## src/rtl/pipeline_hazard_ctrl.sv

```systemverilog
// pipeline_hazard_ctrl: hazard and sequencing controller for a 5-stage pipeline.
//
// Resolves load-use stalls, taken branches resolved in MEM, variable-latency
// data-memory waits and post-reset pipeline clearing. Also keeps saturating
// stall/flush counters and a sticky memory-timeout watchdog.
//
// Parameters:
//     INIT_CYCLES  cycles of forced flush after reset release (1..15)
//     MEM_TIMEOUT  max consecutive memory-wait cycles before error (2..255)
// Ports:
//     i_clk, i_rst                  clock, async active-high reset
//     i_id_rs/rt, i_id_uses_rs/rt   ID-stage source registers and their use
//     i_ex_mem2reg_sel/_reg_write_en/_reg_wb_addr  ID/EX writeback info (01 = load)
//     i_mem_beq/_bne/_zero_flag     EX/MEM branch controls and zero flag
//     i_mem_mem_access, i_mem_ready EX/MEM memory access and memory completion
//     o_pc_write_en, o_ifid_write_en, o_pipe_hold   register update/hold controls
//     o_ifid_flush, o_idex_flush, o_exmem_flush     bubble insertion
//     o_branch_taken                PC selects branch target
//     o_mem_timeout                 sticky watchdog error
//     o_stall_count, o_flush_count  saturating performance counters
module pipeline_hazard_ctrl #(
    parameter int INIT_CYCLES = 2,
    parameter int MEM_TIMEOUT = 64
) (
    input  logic        i_clk,
    input  logic        i_rst,
    input  logic [4:0]  i_id_rs,
    input  logic [4:0]  i_id_rt,
    input  logic        i_id_uses_rs,
    input  logic        i_id_uses_rt,
    input  logic [1:0]  i_ex_mem2reg_sel,
    input  logic        i_ex_reg_write_en,
    input  logic [4:0]  i_ex_reg_wb_addr,
    input  logic        i_mem_beq,
    input  logic        i_mem_bne,
    input  logic        i_mem_zero_flag,
    input  logic        i_mem_mem_access,
    input  logic        i_mem_ready,
    output logic        o_pc_write_en,
    output logic        o_ifid_write_en,
    output logic        o_pipe_hold,
    output logic        o_ifid_flush,
    output logic        o_idex_flush,
    output logic        o_exmem_flush,
    output logic        o_branch_taken,
    output logic        o_mem_timeout,
    output logic [15:0] o_stall_count,
    output logic [15:0] o_flush_count
);
    typedef enum logic [1:0] {S_INIT, S_RUN, S_MEM_WAIT, S_ERROR} state_t;

    state_t      r_state, w_next_state;
    logic [3:0]  r_init_cnt;
    logic [7:0]  r_wait_cnt;
    logic [15:0] r_stall_cnt, r_flush_cnt;
    logic        w_taken, w_loaduse, w_memstall, w_hold, w_active;

    assign w_taken    = (i_mem_beq & i_mem_zero_flag) | (i_mem_bne & ~i_mem_zero_flag);
    assign w_loaduse  = (i_ex_mem2reg_sel == 2'b01) & i_ex_reg_write_en & (i_ex_reg_wb_addr != 5'd0) &
                        ((i_id_uses_rs & (i_id_rs == i_ex_reg_wb_addr)) |
                         (i_id_uses_rt & (i_id_rt == i_ex_reg_wb_addr)));
    assign w_memstall = i_mem_mem_access & ~i_mem_ready;
    // Once waiting, only MemReady releases the hold, whatever MemAccess does.
    assign w_hold     = (r_state == S_MEM_WAIT) ? ~i_mem_ready : w_memstall;
    assign w_active   = (r_state == S_RUN) | (r_state == S_MEM_WAIT);

    assign o_mem_timeout = (r_state == S_ERROR);
    assign o_stall_count = r_stall_cnt;
    assign o_flush_count = r_flush_cnt;

    always_ff @(posedge i_clk or posedge i_rst) begin
        if (i_rst) begin
            r_state     <= S_INIT;
            r_init_cnt  <= '0;
            r_wait_cnt  <= '0;
            r_stall_cnt <= '0;
            r_flush_cnt <= '0;
        end else begin
            r_state <= w_next_state;
            if (r_state == S_INIT)
                r_init_cnt <= r_init_cnt + 4'd1;
            // Loading 1 every RUN cycle means the first memstall cycle is already counted.
            if (r_state == S_RUN)
                r_wait_cnt <= 8'd1;
            else if (r_state == S_MEM_WAIT)
                r_wait_cnt <= r_wait_cnt + 8'd1;
            if (w_active && !o_pc_write_en && r_stall_cnt != 16'hFFFF)
                r_stall_cnt <= r_stall_cnt + 16'd1;
            if (o_branch_taken && r_flush_cnt != 16'hFFFF)
                r_flush_cnt <= r_flush_cnt + 16'd1;
        end
    end

    always_comb begin
        w_next_state    = r_state;
        o_pc_write_en   = 1'b0;
        o_ifid_write_en = 1'b0;
        o_pipe_hold     = 1'b0;
        o_ifid_flush    = 1'b0;
        o_idex_flush    = 1'b0;
        o_exmem_flush   = 1'b0;
        o_branch_taken  = 1'b0;
        case (r_state)
            S_INIT: begin
                o_ifid_flush  = 1'b1;
                o_idex_flush  = 1'b1;
                o_exmem_flush = 1'b1;
                if (r_init_cnt == 4'(INIT_CYCLES - 1))
                    w_next_state = S_RUN;
            end
            S_RUN, S_MEM_WAIT: begin
                if (w_hold) begin
                    o_pipe_hold  = 1'b1;
                    w_next_state = (r_state == S_MEM_WAIT && r_wait_cnt == 8'(MEM_TIMEOUT - 1)) ? S_ERROR : S_MEM_WAIT;
                end else begin
                    w_next_state = S_RUN;
                    // A taken branch flushes the dependent instruction, so it beats load-use.
                    if (w_taken) begin
                        o_branch_taken  = 1'b1;
                        o_pc_write_en   = 1'b1;
                        o_ifid_write_en = 1'b1;
                        o_ifid_flush    = 1'b1;
                        o_idex_flush    = 1'b1;
                        o_exmem_flush   = 1'b1;
                    end else if (w_loaduse) begin
                        o_idex_flush = 1'b1;
                    end else begin
                        o_pc_write_en   = 1'b1;
                        o_ifid_write_en = 1'b1;
                    end
                end
            end
            default: o_pipe_hold = 1'b1;
        endcase
    end
endmodule

```

## config.mk

```make
export PLATFORM = sky130hd
export DESIGN_NAME = pipeline_hazard_ctrl
export DESIGN_NICKNAME = d
export VERILOG_FILES = /design/src/rtl/pipeline_hazard_ctrl.sv
export SDC_FILE = /design/constraint.sdc
export NUM_CORES = 1
export LEC_CHECK = 0
export ABC_AREA = 0
export CAP_MARGIN = 0
export CELL_PAD_IN_SITES_DETAIL_PLACEMENT = 1
export CELL_PAD_IN_SITES_GLOBAL_PLACEMENT = 1
export CORE_AREA = 4 4 84 86
export CTS_CLUSTER_SIZE = 12
export DETAILED_ROUTE_END_ITERATION = 8
export DIE_AREA = 0 0 88 90
export PLACE_DENSITY_LB_ADDON = 0.3
export REMOVE_ABC_BUFFERS = 1
export SKIP_LAST_GASP = 1
export SYNTH_ARGS = -nofsm -noshare
export SYNTH_HDL_FRONTEND = slang
export SYNTH_SLANG_ARGS = --single-unit
```

## constraint.sdc

```tcl
create_clock -name i_clk -period 3.85 [get_ports i_clk]
set_input_delay 0.77 -clock i_clk [delete_from_list [all_inputs] [get_ports i_clk]]
set_output_delay 0.77 -clock i_clk [all_outputs]
set_load 0.005 [all_outputs]
```

**Run 1: gate-type map**

(6 px per um)
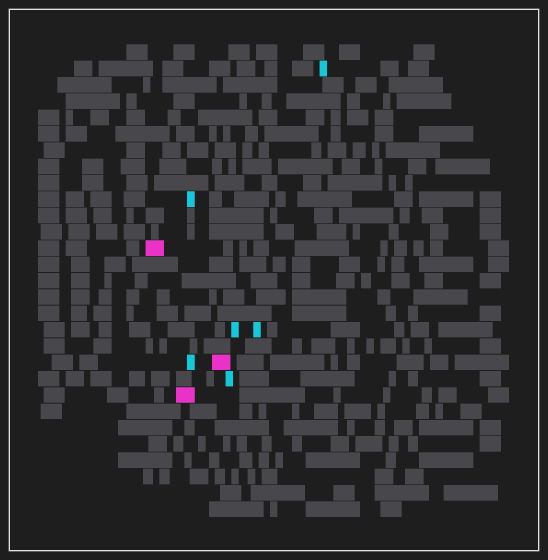
[inv cells] cyan | cells: 6
[non-inverting ao/oa cells] magenta | cells: 3

**Run 1: cell sizes after repair**

(6 px per um)
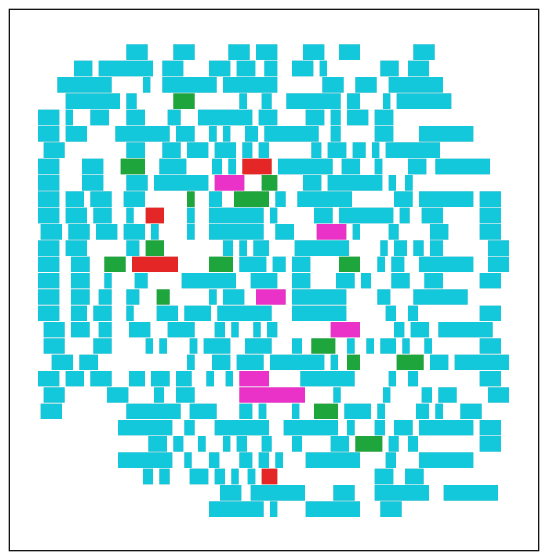
[_3 and _4 cells] red | cells: 4
[_6 and larger] magenta | cells: 6 | most used: clkbuf_8
[_2 cells] green | cells: 15 | most used: mux2_2
[_0 and _1 cells] cyan | cells: 284 | most used: clkdlybuf4s50_1

**Run 1: M2 wires**

(3 px per um) Cells faint in the background.
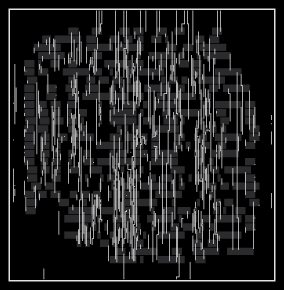
share of all routed wire: 49%
nets with wire on the layer: 310
longest straight run: 48.4 um

==> summary.txt, run 1 <==
Status of the implementation.

- The run finished with clean final reports.
- CTS added clock buffers totalling 5.
- The row count is 29, for reference.
- The clock transition time at the flip-flop clock pins of the worst setup and hold paths is 0.08 ns, for reference.
- After synthesis, the most frequently instantiated cells are dfrtp_1 (46), nand2_1 (24), xnor2_1 (22).
- Among all flip-flop cells after synthesis, the most frequent one is dfrtp_1.
- The largest stage delay on the critical path is 0.55 ns, for reference.
- The script parses the final routing iteration and logs DRC violations as 0.
- The run reported a max-capacitance violation count of 0.
- The number of inserted filler cells in the final layout is 685, for reference.
- The antenna diode count is 0, for reference.
- Input and output buffers added on the ports amount to 66.
- The final number of hold-violating endpoints is 0, for reference.
- The synthesis area per yosys is 2480 sq um, for reference.
- Post-route period utilization is reported as 0.921.
- After technology mapping, the gate count stands at 241.
- The placeable core region is 6280 sq um, for reference.
- Total power for the finished layout comes to 1.90 mW.
- Yosys attributes the largest share of cell area to dfrtp_1 (46%), xnor2_1 (7.8%), xor2_1 (7.1%), ha_1 (5.0%), nand2_1 (3.6%).
- The number of flops mapped to enable cells by yosys is 0, for reference.
- The fraction of area in clock buffers and inverters is 0.0322, for reference.
- The area added between synthesis and finish is 33.0%, for reference.
- The horizontal die dimension reported for this design is 88 um.
- The worst register-to-register path has a setup slack of 1.35 ns.
- The data required time reported for the critical path is 3.08 ns.
[run 1: cell families (layout without fill, tap and decap cells)]
| group | count (synthesis) | count (layout) | share of synthesized area |
|---|---|---|---|
| simple gates | 101 | 101 | 0.214 |
| flops | 46 | 46 | 0.464 |
| xor+xnor | 42 | 42 | 0.148 |
| compound gates | 23 | 23 | 0.0671 |
| buf+inv | 13 | 81 | 0.0297 |
| fa+ha+maj | 10 | 10 | 0.0504 |
| mux | 6 | 6 | 0.0262 |
[run 1: per-stage QoR]
| stage | cells | hold slack, ns | util |
|---|---|---|---|
| 6_report | 386 | 0.498 | 0.526 |
| 5_1_grt | 386 | 0.511 | 0.526 |
| 2_1_floorplan | 234 | 0.447 | - |
| 4_1_cts | 386 | 0.503 | 0.526 |
| 3_3_place_gp | 378 | 0.466 | 0.509 |
| 3_5_place_dp | 378 | 0.478 | 0.509 |
[run 1: flip-flops by register name, summed over array words and instances (netlist names)]
register and cells:
r_wait_cnt 8, r_init_cnt 4, r_state 2, o_stall_count 16, o_flush_count 16
[run 1: cells in the final DEF (no fill, tap or decap), drive strengths merged, types with 5 or more instances in the layout]
master	count
clkdlybuf4s50	66
dfrtp	46
nand2	24
xnor2	22
nor2	22
xor2	20
nand3	14
nor3	13
ha	10
nand4	8
a21oi	7
clkbuf	7
and3	5
o21ai	5
inv	5
[run 1: power breakdown]
part	switching (mW)	internal [mW]	leakage (nW)
Sequential	0.143	0.597	0.593
Combinational	0.380	0.431	0.754
Clock	0.157	0.194	0.0524
[run 1: layer usage]
metal  track usage  vias to the layer above  share of wire
met4        0.0563                        0          0.016
met1         0.195                      996           0.43
met3        0.0430                        8          0.067
met5             0                        -              0
li1              -                      961              -
met2         0.261                       61           0.49
**Run 1: track usage over the die**

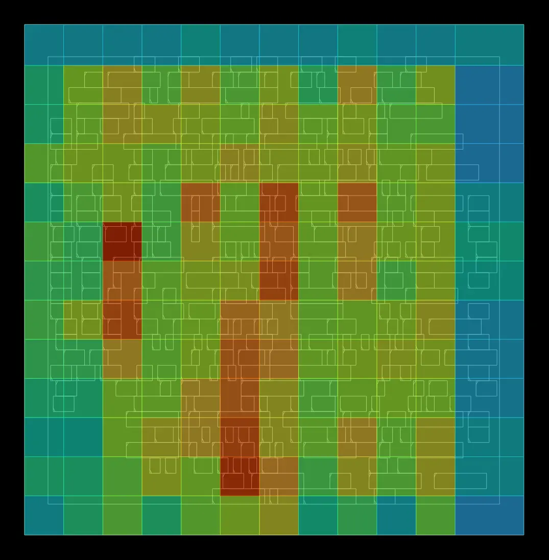

==> inputs of run 2 (changes only) <==
CORE_AREA = 4 4 85 87   (was 4 4 84 86)
DIE_AREA = 0 0 89 91   (was 0 0 88 90)
SKIP_LAST_GASP = unset   (was 1)
**Run 2: track usage over the die**

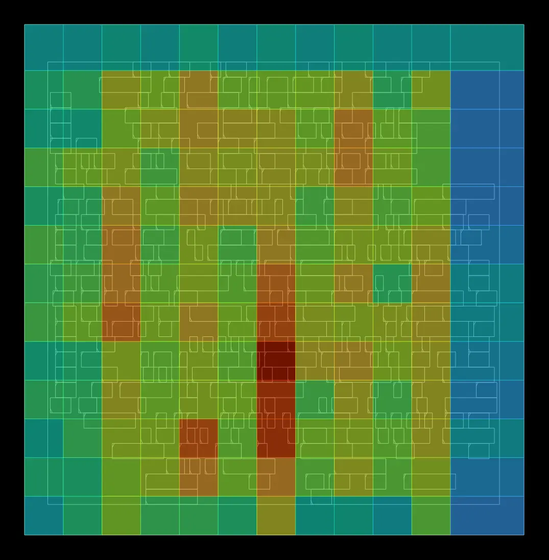
met1 Track Usage GR: 0.195
global-route met2 utilization: 0.244
post-detailed-route wirelength per cell: 14.8 um
met3 Use GR: 0.0389

**Run 2: signal wires on met3**

(3 px per um)
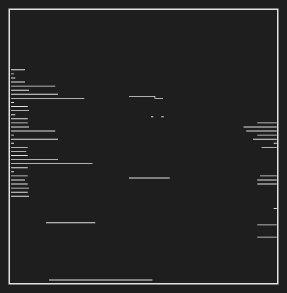
main direction: horizontal
share of all routed wire: 6.7%
nets with wire on the layer: 48

==> run 2 against run 1 <==
  * Register-to-register slack barely moved
  * Sequential power fell by 0.9%
  * Power rose by 0.22%
  * Clock power rose by 5%
==> summary.txt, run 2 <==
Status of the implementation.

- The flow ran to the end, and the final reports show no timing, DRC or antenna violations.
- The number of instances in the synthesized netlist is 241, for reference.
- The cell-mix breakdown from Yosys lists the simple-gate area share as 0.214.
- The row count is 29, for reference.
- The main area contributors are dfrtp_1 (46%), xnor2_1 (7.8%), xor2_1 (7.1%), ha_1 (5.0%), nand2_1 (3.6%).
- The area added between synthesis and finish is 33.3%, for reference.
- The synthesis area per yosys is 2480 sq um, for reference.
- The final cell count without fillers is 385, for reference.
- The slack of the worst reg-to-reg path is 1.34 ns, for reference.
- The post-synthesis share of cell area spent on full adders, half adders and majority gates is 0.0504, for reference.
- Per the OpenROAD floorplan log, the area of the core is 6350 sq um.
- Per the layout report, the design carries 713 filler cells.
- The number of flops mapped to enable cells by yosys is 0, for reference.
- The proportion of synthesized area in mux cells is 0.0262, for reference.
- The largest stage delay on the critical path is 0.55 ns, for reference.
- In the final report, the number of hold violations comes to 0.
- The horizontal die size is 89 um, for reference.
- The required time at the worst endpoint is listed as 3.08 ns.
- The number of CTS-inserted buffers is 5, for reference.
- The xor and xnor fraction of the mapped netlist area is 0.148, for reference.
- The DRC violation total left in the routed layout is recorded as 0.
- The switching power summed over all nets is 0.671 mW, for reference.
- The dominant logic cell type in the layout is clkdlybuf4s50_1, for reference.
- Per the placement report, the placed cell count is 378.
**Run 2: M2 wires**

(3 px per um) Cells faint in the background.
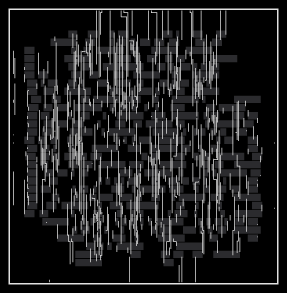
share of all routed wire: 48%
nets with wire on the layer: 304
wire length on this layer: 2760 um
longest straight run: 34.8 um
main direction: vertical

[run 2: cell counts after synthesis]
Identical to the previous run, type by type.
[run 2: power by group through the flow]
stage | registers, mW | clock network [mW] | logic [mW]
after floorplan | 0.721 | 0 | 0.419
after global placement | 0.740 | 0 | 0.795
after detailed placement | 0.743 | 0 | 0.813
after CTS | 0.736 | 0.379 | 0.825
after global routing | 0.756 | 0.398 | 0.903
final | 0.733 | 0.368 | 0.805
[run 2: worst max-delay path by stage]
| stage | end | slack [ns] | depth (start not counted) |
|---|---|---|---|
| finish | o_pc_write_en | 0.28 | 6 |
| global route | o_pc_write_en | 0.11 | 6 |
| CTS | o_pc_write_en | 0.27 | 6 |
| detailed placement | o_pc_write_en | 0.29 | 6 |
| global placement | o_ifid_write_en | 0.32 | 6 |
| floorplan | o_ifid_write_en | 1.35 | 4 |
[run 2: final cells by class]
type                            instances  share of cell area
Clock buffer                            6              0.0250
Clock inverter                          1             0.00908
Inverter                                6             0.00681
Multi-Input combinational cell        182               0.380
Sequential cell                        46               0.348
Tap cell                               77              0.0291
Timing Repair Buffer                   67               0.202
[run 2: kinds of logic after synthesis]
kind of cell / Yosys count
xor gates and xnor gates: 42
adders and majority gates: 10
DFF: 46
buffers and inverters: 13
muxes: 6
AOI/OAI and AO/OA: 23
and+or+nand+nor: 101
[run 2: stage by stage]
step                hold slack, ns   util
finish                       0.492  0.521
global route                 0.520  0.521
CTS                          0.497  0.521
detailed placement           0.481  0.503
global placement             0.468  0.503
floorplan                    0.447      -
[run 2: layer usage]
| layer | GRT usage | share of wire | vias up |
|---|---|---|---|
| li1 | - | - | 964 |
| met2 | 0.244 | 0.48 | 54 |
| met1 | 0.195 | 0.44 | 954 |
| met5 | 0 | 0 | - |
| met3 | 0.0389 | 0.067 | 4 |
| met4 | 0.0484 | 0.013 | 0 |
No activity file was given, so power comes from the tool's default toggle rates.
